$ cat src/rtl/mem_copy_dma.sv
// Word-copy DMA initiator on the native valid/ready memory bus: one read then one write per word,
// ascending addresses, with a stall timeout that aborts the copy and flags err.
module mem_copy_dma #(
    parameter int LEN_W          = 16,
    parameter int TIMEOUT_CYCLES = 1024
) (
    input  logic             clk,
    input  logic             resetn,
    input  logic             start,
    input  logic [31:0]      src_addr,
    input  logic [31:0]      dst_addr,
    input  logic [LEN_W-1:0] len_words,
    output logic             busy,
    output logic             done,
    output logic             err,
    output logic             mem_valid,
    output logic             mem_instr,
    input  logic             mem_ready,
    output logic [31:0]      mem_addr,
    output logic [31:0]      mem_wdata,
    output logic [3:0]       mem_wstrb,
    input  logic [31:0]      mem_rdata,
    output logic [1:0]       dbg_state
);

    typedef enum logic [1:0] {S_IDLE, S_RD, S_WR, S_FIN} state_t;

    state_t           r_state, w_state_nxt;
    logic [31:0]      r_src_ptr, r_dst_ptr, r_buf, r_wait_cnt;
    logic [LEN_W-1:0] r_remaining;
    logic             r_busy, r_done, r_err, r_mem_valid;
    logic [31:0]      r_mem_addr, r_mem_wdata;
    logic [3:0]       r_mem_wstrb;

    logic [31:0]      w_src_nxt, w_dst_nxt, w_buf_nxt, w_addr_nxt, w_wdata_nxt;
    logic [LEN_W-1:0] w_remaining_nxt;
    logic             w_busy_nxt, w_done_nxt, w_err_nxt, w_valid_nxt;
    logic [3:0]       w_wstrb_nxt;
    logic             w_hs, w_timeout;

    // Handshake: a transfer completes on any posedge where mem_valid and mem_ready are both 1.
    // mem_valid, once raised, stays high with addr/wdata/wstrb frozen until that edge or a timeout.
    assign w_hs      = r_mem_valid & mem_ready;
    assign w_timeout = (TIMEOUT_CYCLES != 0) && r_mem_valid && !mem_ready &&
                       (r_wait_cnt == 32'(TIMEOUT_CYCLES - 1));

    always_ff @(posedge clk or negedge resetn) begin
        if (!resetn) r_state <= S_IDLE;
        else         r_state <= w_state_nxt;
    end

    always_comb begin
        w_state_nxt = r_state;
        case (r_state)
            S_IDLE: if (start) w_state_nxt = (len_words == '0) ? S_FIN : S_RD;
            S_RD: begin
                if (w_hs)           w_state_nxt = S_WR;
                else if (w_timeout) w_state_nxt = S_FIN;
            end
            S_WR: begin
                if (w_hs)           w_state_nxt = (r_remaining == LEN_W'(1)) ? S_FIN : S_RD;
                else if (w_timeout) w_state_nxt = S_FIN;
            end
            default:                w_state_nxt = S_IDLE;
        endcase
    end

    always_comb begin
        w_src_nxt       = r_src_ptr;
        w_dst_nxt       = r_dst_ptr;
        w_buf_nxt       = r_buf;
        w_remaining_nxt = r_remaining;
        case (r_state)
            S_IDLE: if (start) begin
                w_src_nxt       = {src_addr[31:2], 2'b00};
                w_dst_nxt       = {dst_addr[31:2], 2'b00};
                w_remaining_nxt = len_words;
            end
            S_RD: if (w_hs) begin
                w_src_nxt = r_src_ptr + 32'd4;
                w_buf_nxt = mem_rdata;
            end
            S_WR: if (w_hs) begin
                w_dst_nxt       = r_dst_ptr + 32'd4;
                w_remaining_nxt = r_remaining - LEN_W'(1);
            end
            default: ;
        endcase
    end

    // Outputs are computed from the next state so they land in registers aligned with it.
    always_comb begin
        w_busy_nxt  = (w_state_nxt == S_RD) || (w_state_nxt == S_WR);
        w_done_nxt  = (w_state_nxt == S_FIN);
        w_valid_nxt = w_busy_nxt;
        w_wstrb_nxt = (w_state_nxt == S_WR) ? 4'hF : 4'h0;
        w_addr_nxt  = r_mem_addr;
        w_wdata_nxt = r_mem_wdata;
        if (w_state_nxt == S_RD) w_addr_nxt = w_src_nxt;
        if (w_state_nxt == S_WR) begin
            w_addr_nxt  = w_dst_nxt;
            w_wdata_nxt = w_buf_nxt;
        end
        w_err_nxt = r_err;
        if (r_state == S_IDLE && start) w_err_nxt = 1'b0;
        else if (w_timeout)             w_err_nxt = 1'b1;
    end

    always_ff @(posedge clk or negedge resetn) begin
        if (!resetn) begin
            r_src_ptr   <= '0;
            r_dst_ptr   <= '0;
            r_buf       <= '0;
            r_remaining <= '0;
            r_wait_cnt  <= '0;
            r_busy      <= 1'b0;
            r_done      <= 1'b0;
            r_err       <= 1'b0;
            r_mem_valid <= 1'b0;
            r_mem_addr  <= '0;
            r_mem_wdata <= '0;
            r_mem_wstrb <= '0;
        end else begin
            r_src_ptr   <= w_src_nxt;
            r_dst_ptr   <= w_dst_nxt;
            r_buf       <= w_buf_nxt;
            r_remaining <= w_remaining_nxt;
            if (w_hs || !r_mem_valid)
                r_wait_cnt <= '0;
            else if (TIMEOUT_CYCLES != 0)
                r_wait_cnt <= r_wait_cnt + 32'd1;
            r_busy      <= w_busy_nxt;
            r_done      <= w_done_nxt;
            r_err       <= w_err_nxt;
            r_mem_valid <= w_valid_nxt;
            r_mem_addr  <= w_addr_nxt;
            r_mem_wdata <= w_wdata_nxt;
            r_mem_wstrb <= w_wstrb_nxt;
        end
    end

    assign busy      = r_busy;
    assign done      = r_done;
    assign err       = r_err;
    assign mem_valid = r_mem_valid;
    assign mem_instr = 1'b0;
    assign mem_addr  = r_mem_addr;
    assign mem_wdata = r_mem_wdata;
    assign mem_wstrb = r_mem_wstrb;
    assign dbg_state = r_state;

endmodule

$ cat config.mk
export PLATFORM = sky130hd
export DESIGN_NAME = mem_copy_dma
export DESIGN_NICKNAME = d
export VERILOG_FILES = /design/src/rtl/mem_copy_dma.sv
export SDC_FILE = /design/constraint.sdc
export NUM_CORES = 1
export LEC_CHECK = 0
export CORE_MARGIN = 3
export CORE_UTILIZATION = 57
export CTS_CLUSTER_DIAMETER = 30
export DETAILED_ROUTE_END_ITERATION = 12
export PLACE_DENSITY_LB_ADDON = 0.2
export SYNTH_ARGS = -nofsm -noshare
export SYNTH_HDL_FRONTEND = slang
export SYNTH_SLANG_ARGS = --single-unit
$ cat constraint.sdc
create_clock -name clk -period 10.9 [get_ports clk]
set_input_delay 2.18 -clock clk [delete_from_list [all_inputs] [get_ports clk]]
set_output_delay 2.18 -clock clk [all_outputs]
set_load 0.005 [all_outputs]
==> metrics.csv, run 1 <==
metric,value,unit
fin worst setup slack,4930,ps
Synth Seq Share,49.5,%
GRT Residual Overflow,0,
R2R Path End,mem_addr[23],
leading cell types by count after synthesis,"dfrtp_1 (214), nand2_1 (202), nor2_1 (116)",
Avg Synthesized Cell Area,9.09,um2
clock sinks,214,
Sequential Area,5360,um2
vias in the first global route,10200,
pre-CTS setup slack,4500,ps
number of CTS-inserted buffers,47,
fin crit share,54.8,%
Area leader share,49.5,%
status,"complete, no violations",
post-synthesis net count,1315,
WP data arrival,6370,ps
Mapped Cells,1191,
Fill cells,1187,
Post-Syn Area,10800,um2
Resize count post-CTS,0,
CTS Root Cell,clkbuf_16,
Setup crit end kind,register,
Critical Path RT,11300,ps
critical path type,in -> reg,
via count,10200,
first-pass GRT wire length,51000,um
DRC viols,0,
"EDFF count, synth",0,
Fmax,167,MHz
Worst Setup EP,mem_addr[23],
final hold violations,0,
Ant. Diodes,0,
Tool Warnings,33,
CTS tree,built,
Final ANT Viol Nets,0,
total power,4.51,mW
core area,18300,um2
GRT Total Usage,30.7,%
"Distinct cells, synth",76,
R2R Setup Slk,6420,ps
Vias/cell,6.24,
beginning of the worst register-to-register path,r_remaining[6],
yosys cell count,1191,
Synth top cell by count,dfrtp_1,
initial drt markers,1053,
[run 1: per-stage QoR]
step | util [%] | instances
floorplan | - | 1191
CTS | 78.4 | 1629
global placement | 69.7 | 1544
finish | 78.4 | 1629
detailed placement | 69.7 | 1544
global route | 78.4 | 1629
[run 1: report_power, final]
| part | total [mW] | internal (mW) | leakage [nW] | switching [mW] |
|---|---|---|---|---|
| clock | 1.43 | 0.976 | 0.756 | 0.449 |
| combinational | 1.67 | 0.733 | 2.58 | 0.942 |
| sequential | 1.41 | 1.13 | 2.64 | 0.277 |
| total | 4.51 | 2.84 | 5.98 | 1.67 |
[run 1: sequential cells by signal, summed over array words and instances (netlist names)]
register / flops
r_remaining: 16
mem_wstrb: 1
done: 1
r_src_ptr: 32
err: 1
mem_addr: 32
r_dst_ptr: 32
mem_wdata: 32
dbg_state: 2
mem_valid: 1
r_wait_cnt: 32
r_buf: 32
[run 1: kinds of logic after synthesis]
logic type	synth area share, %
simple gates	23.7
compound gates	17.5
flops	49.5
buf+inv	3.81
xor+xnor	2.51
mux	2.07
fa+ha+maj	0.925
other cells	0.0346
[run 1: how the worst min path moves through the flow]
stage	start	end	slack (ps)	cells after the start
2_1_floorplan	r_buf[0]	r_buf[0]	440	2
4_1_cts	r_buf[13]	r_buf[13]	470	2
6_report	r_buf[13]	r_buf[13]	470	2
5_1_grt	r_buf[29]	r_buf[29]	490	2
3_5_place_dp	r_buf[13]	r_buf[13]	460	2
3_3_place_gp	r_buf[24]	r_buf[24]	450	2
[run 1: cells in the final DEF, fill, tap and decap left out, types with 10 or more instances in the layout]
master and instances:
clkbuf_16 47, nor3_1 21, o21ai_0 54, a22oi_1 14
buf_4 16, o22ai_1 20, nand3_1 44, o221a_2 12
and2_1 10, dfrtp_1 214, nand2_1 202, nand4_1 33
mux2i_1 19, a31oi_1 43, nand2b_1 16, clkdlybuf4s50_1 184
inv_1 22, nor4_1 29, xnor2_1 13, nor2_1 116
a21oi_1 49, xor2_1 18, and3_1 16
[run 1: final cells by class]
type / instances / area share [%]
sequential: 214 / 37.3
multi-input combinational: 877 / 35.3
timing repair buffer: 201 / 13.8
clock buffer: 58 / 8.68
clock inverter: 27 / 2.45
tap: 229 / 1.99
inverter: 23 / 0.601
[run 1: worst max-delay path: stages]
cell and delay, ps:
clkdlybuf4s50_1 500, nand2b_1 190, buf_4 240, nor3_1 150, and4_1 260, nor2_1 70
o22a_1 190, o21ai_0 380, ha_1 980, nor2b_1 700, o21ai_0 300, o221a_2 200
[run 1: layer usage]
metal	global-route usage (%)	share of wire, %	up-vias
met1	39.2	39	4878
met5	0	0	-
met4	12.4	2.9	0
li1	-	-	4689
met2	52.0	49	516
met3	5.52	8.5	84
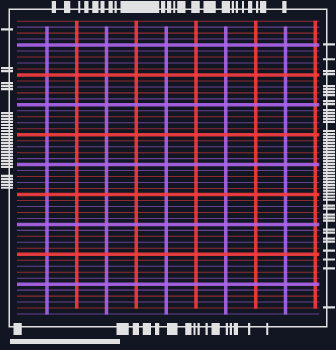
(run_1/pdn.png)
Bar = 50 um. Pins as bars on the die edge.
Key: purple = VSS; red = VDD
191 signal pins sit on the boundary. 9 straps on met5. The core has 49 rows. 50 met1 rails follow the rows.
die span in y: 144 um
Die Span X: 144 um

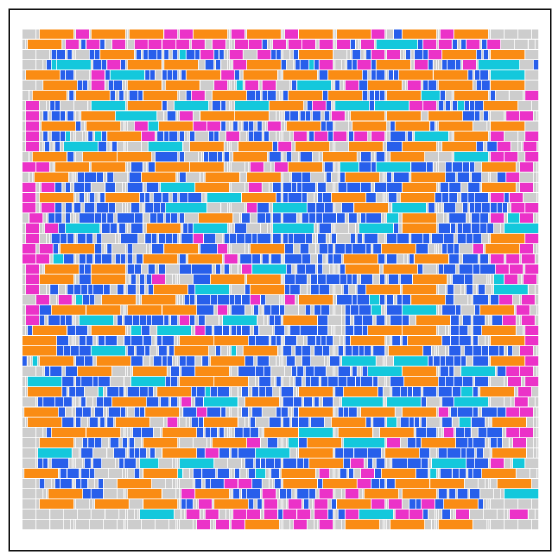
(run_1/cell_classes.png)
Fill, decap, tap and diode cells in gray.
Key: cyan = clock drivers and dummy loads [cells 85, share of their area 11%]; orange = flip-flops [cells 214, share of their area 38%]; magenta = other buffers and delay cells [cells 201, share of their area 14%]; blue = all other logic [cells 900, share of their area 37%]

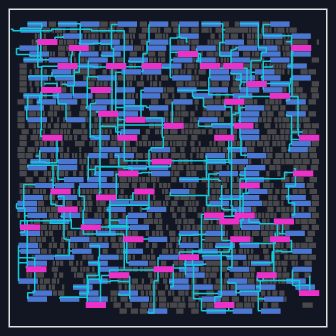
(run_1/clock_map.png)
Key: cyan = clock wires [length 3070 um]; magenta = cells driving clock nets [count 47]; blue = flip-flops [count 214]
There are 48 routed clock nets. Position of the flops: widely spread.
clock network power: 1.43 mW
Worst-Skew Late Latency: 530 ps
Clock Power Share: 31.6%

==> run_1/final_clocks.png <==
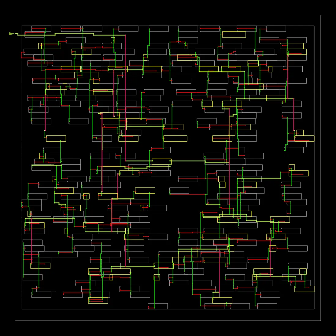

==> run 2, diff against run 1 <==
--- a/config.mk
+++ b/config.mk
@@ -6,7 +6,7 @@
 export NUM_CORES = 1
 export LEC_CHECK = 0
 export CORE_MARGIN = 3
-export CORE_UTILIZATION = 57
+export CORE_UTILIZATION = 53
 export CTS_CLUSTER_DIAMETER = 30
 export DETAILED_ROUTE_END_ITERATION = 12
 export PLACE_DENSITY_LB_ADDON = 0.2
==> constraint.sdc (replaced) <==
create_clock -name clk -period 6.07 [get_ports clk]
set_input_delay 1.214 -clock clk [delete_from_list [all_inputs] [get_ports clk]]
set_output_delay 1.214 -clock clk [all_outputs]
set_load 0.005 [all_outputs]
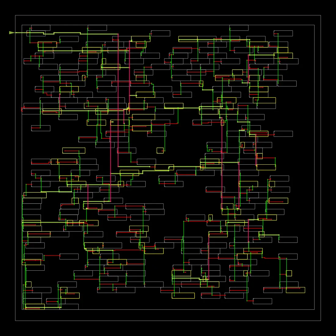
(run_2/final_clocks.png)
number of CTS-inserted buffers: 48
clock sinks: 214
clock network power: 2.67 mW
Worst-Skew Late Latency: 540 ps

==> metrics.csv, run 2 <==
metric,value,unit
CP Cell Sequence,clkdlybuf4s50_1 -> nand2b_1 -> nor3_1 -> and4_1 -> nor2_1 -> o22a_1 -> o21ai_0 -> ha_2 -> inv_1 -> nand2_1 -> a211o_1 -> o221a_2,
core area,19800,um2
leading cell types by count after synthesis,"dfrtp_1 (214), nand2_1 (202), nor2_1 (116)",
largest stage delay on the critical path,580,ps
Critical Path RT,6480,ps
Tool Warnings,35,
Buf/Inv on CP,2,
DRC viols,0,
Die Span X,149,um
Setup crit end kind,register,
CTS Root Cell,clkbuf_16,
"Distinct cells, synth",76,
Critical-path top delay cell,ha_2,
Top cells excl fill/tap,"dfrtp_1 (214), nand2_1 (202), clkdlybuf4s50_1 (184)",
Crit path max-delay family,simple AND/OR/NAND/NOR gates,
HP Start,r_buf[22],
Ant. Diodes,0,
Synth top cell by count,dfrtp_1,
Top cell excl fill/tap,dfrtp_1,
R2R Setup Slk,1840,ps
CTS tree,built,
Area leader share,49.5,%
critical path type,in -> reg,
critical path depth,12,
Worst Hold Endpoint,r_buf[22],
Avg Synthesized Cell Area,9.09,um2
Final ANT Viol Nets,0,
Mapped Cells,1191,
WP data arrival,5020,ps
R2R Path End,mem_addr[26],
Fmax,217,MHz
"EDFF count, synth",0,
WHS Path Cells,2,
initial drt markers,902,
post-synthesis net count,1315,
final hold violations,0,
fin crit share,76.0,%
Resize count post-CTS,0,
drt first pass iters,5,
vias in the first global route,9862,
RSZ-0062 raised after global routing,false,
Site Rows,51,
slew margin rel.,23.1,%
die span in y,149,um
status,"complete, no violations",
via count,10100,
GRT Total Usage,28.1,%
Post-Syn Area,10800,um2
Fill cells,1427,
Synth Seq Share,49.5,%
-- run 2: through the flow --
stage                     cells  setup WS (ps)  total power [mW]  utilization, %  area, um2
after floorplan            1191           1930              4.25               -      10800
after global placement     1580           1080              5.35            64.8      12800
after detailed placement   1580            991              5.43            64.8      12800
after CTS                  1668           1480              8.16            73.5      14500
after global routing       1668           1180              8.63            73.5      14500
final                      1668           1460              8.16            73.5      14500
-- run 2: worst max-delay path by stage --
stage,startpoint,endpoint
2_1_floorplan,start,mem_addr[9]
4_1_cts,mem_ready,mem_addr[26]
3_3_place_gp,mem_ready,mem_addr[26]
6_report,mem_ready,mem_addr[26]
3_5_place_dp,mem_ready,mem_addr[26]
5_1_grt,mem_ready,mem_addr[9]
-- run 2: cell families after synthesis --
| family | count (synthesis) | share of synthesized area (%) |
|---|---|---|
| adders and majority gates | 8 | 0.925 |
| and+or+nand+nor | 537 | 23.7 |
| muxes | 22 | 2.07 |
| AOI/OAI and AO/OA | 278 | 17.5 |
| xor gates and xnor gates | 31 | 2.51 |
| buffers and inverters | 100 | 3.81 |
| other | 1 | 0.0346 |
| DFF | 214 | 49.5 |
-- run 2: report_power, final --
group | switching, mW | total [mW] | internal [mW]
Sequential | 0.511 | 2.54 | 2.03
Clock | 0.833 | 2.67 | 1.84
Combinational | 1.63 | 2.95 | 1.32
Total | 2.98 | 8.16 | 5.18
-- run 2: worst min-delay path, delay by kind of cell, from the launching register on --
family / cells / cell delay, ps
flip-flops: 1 / 310
AND/OR/NAND/NOR: 2 / 120
-- run 2: routing by layer --
metal / GRT usage (%) / vias up / wire length (um)
li1: - / 4715 / -
met2: 45.8 / 471 / 15300
met3: 5.53 / 62 / 2690
met5: 0 / - / 0
met1: 38.0 / 4841 / 12800
met4: 9.57 / 0 / 706
-- run 2: layout make-up --
class                   count  area [um2]  area share (%)
repair buffers            201        1990            13.7
flip-flops and latches    214        5360            36.9
multi-input cells         877        5060            34.9
well taps                 265         332            2.28
clock inverters            28         388            2.67
inverters                  23        86.3           0.594
clock buffers              60        1320            9.06
No activity file was given, so power comes from the tool's default toggle rates.
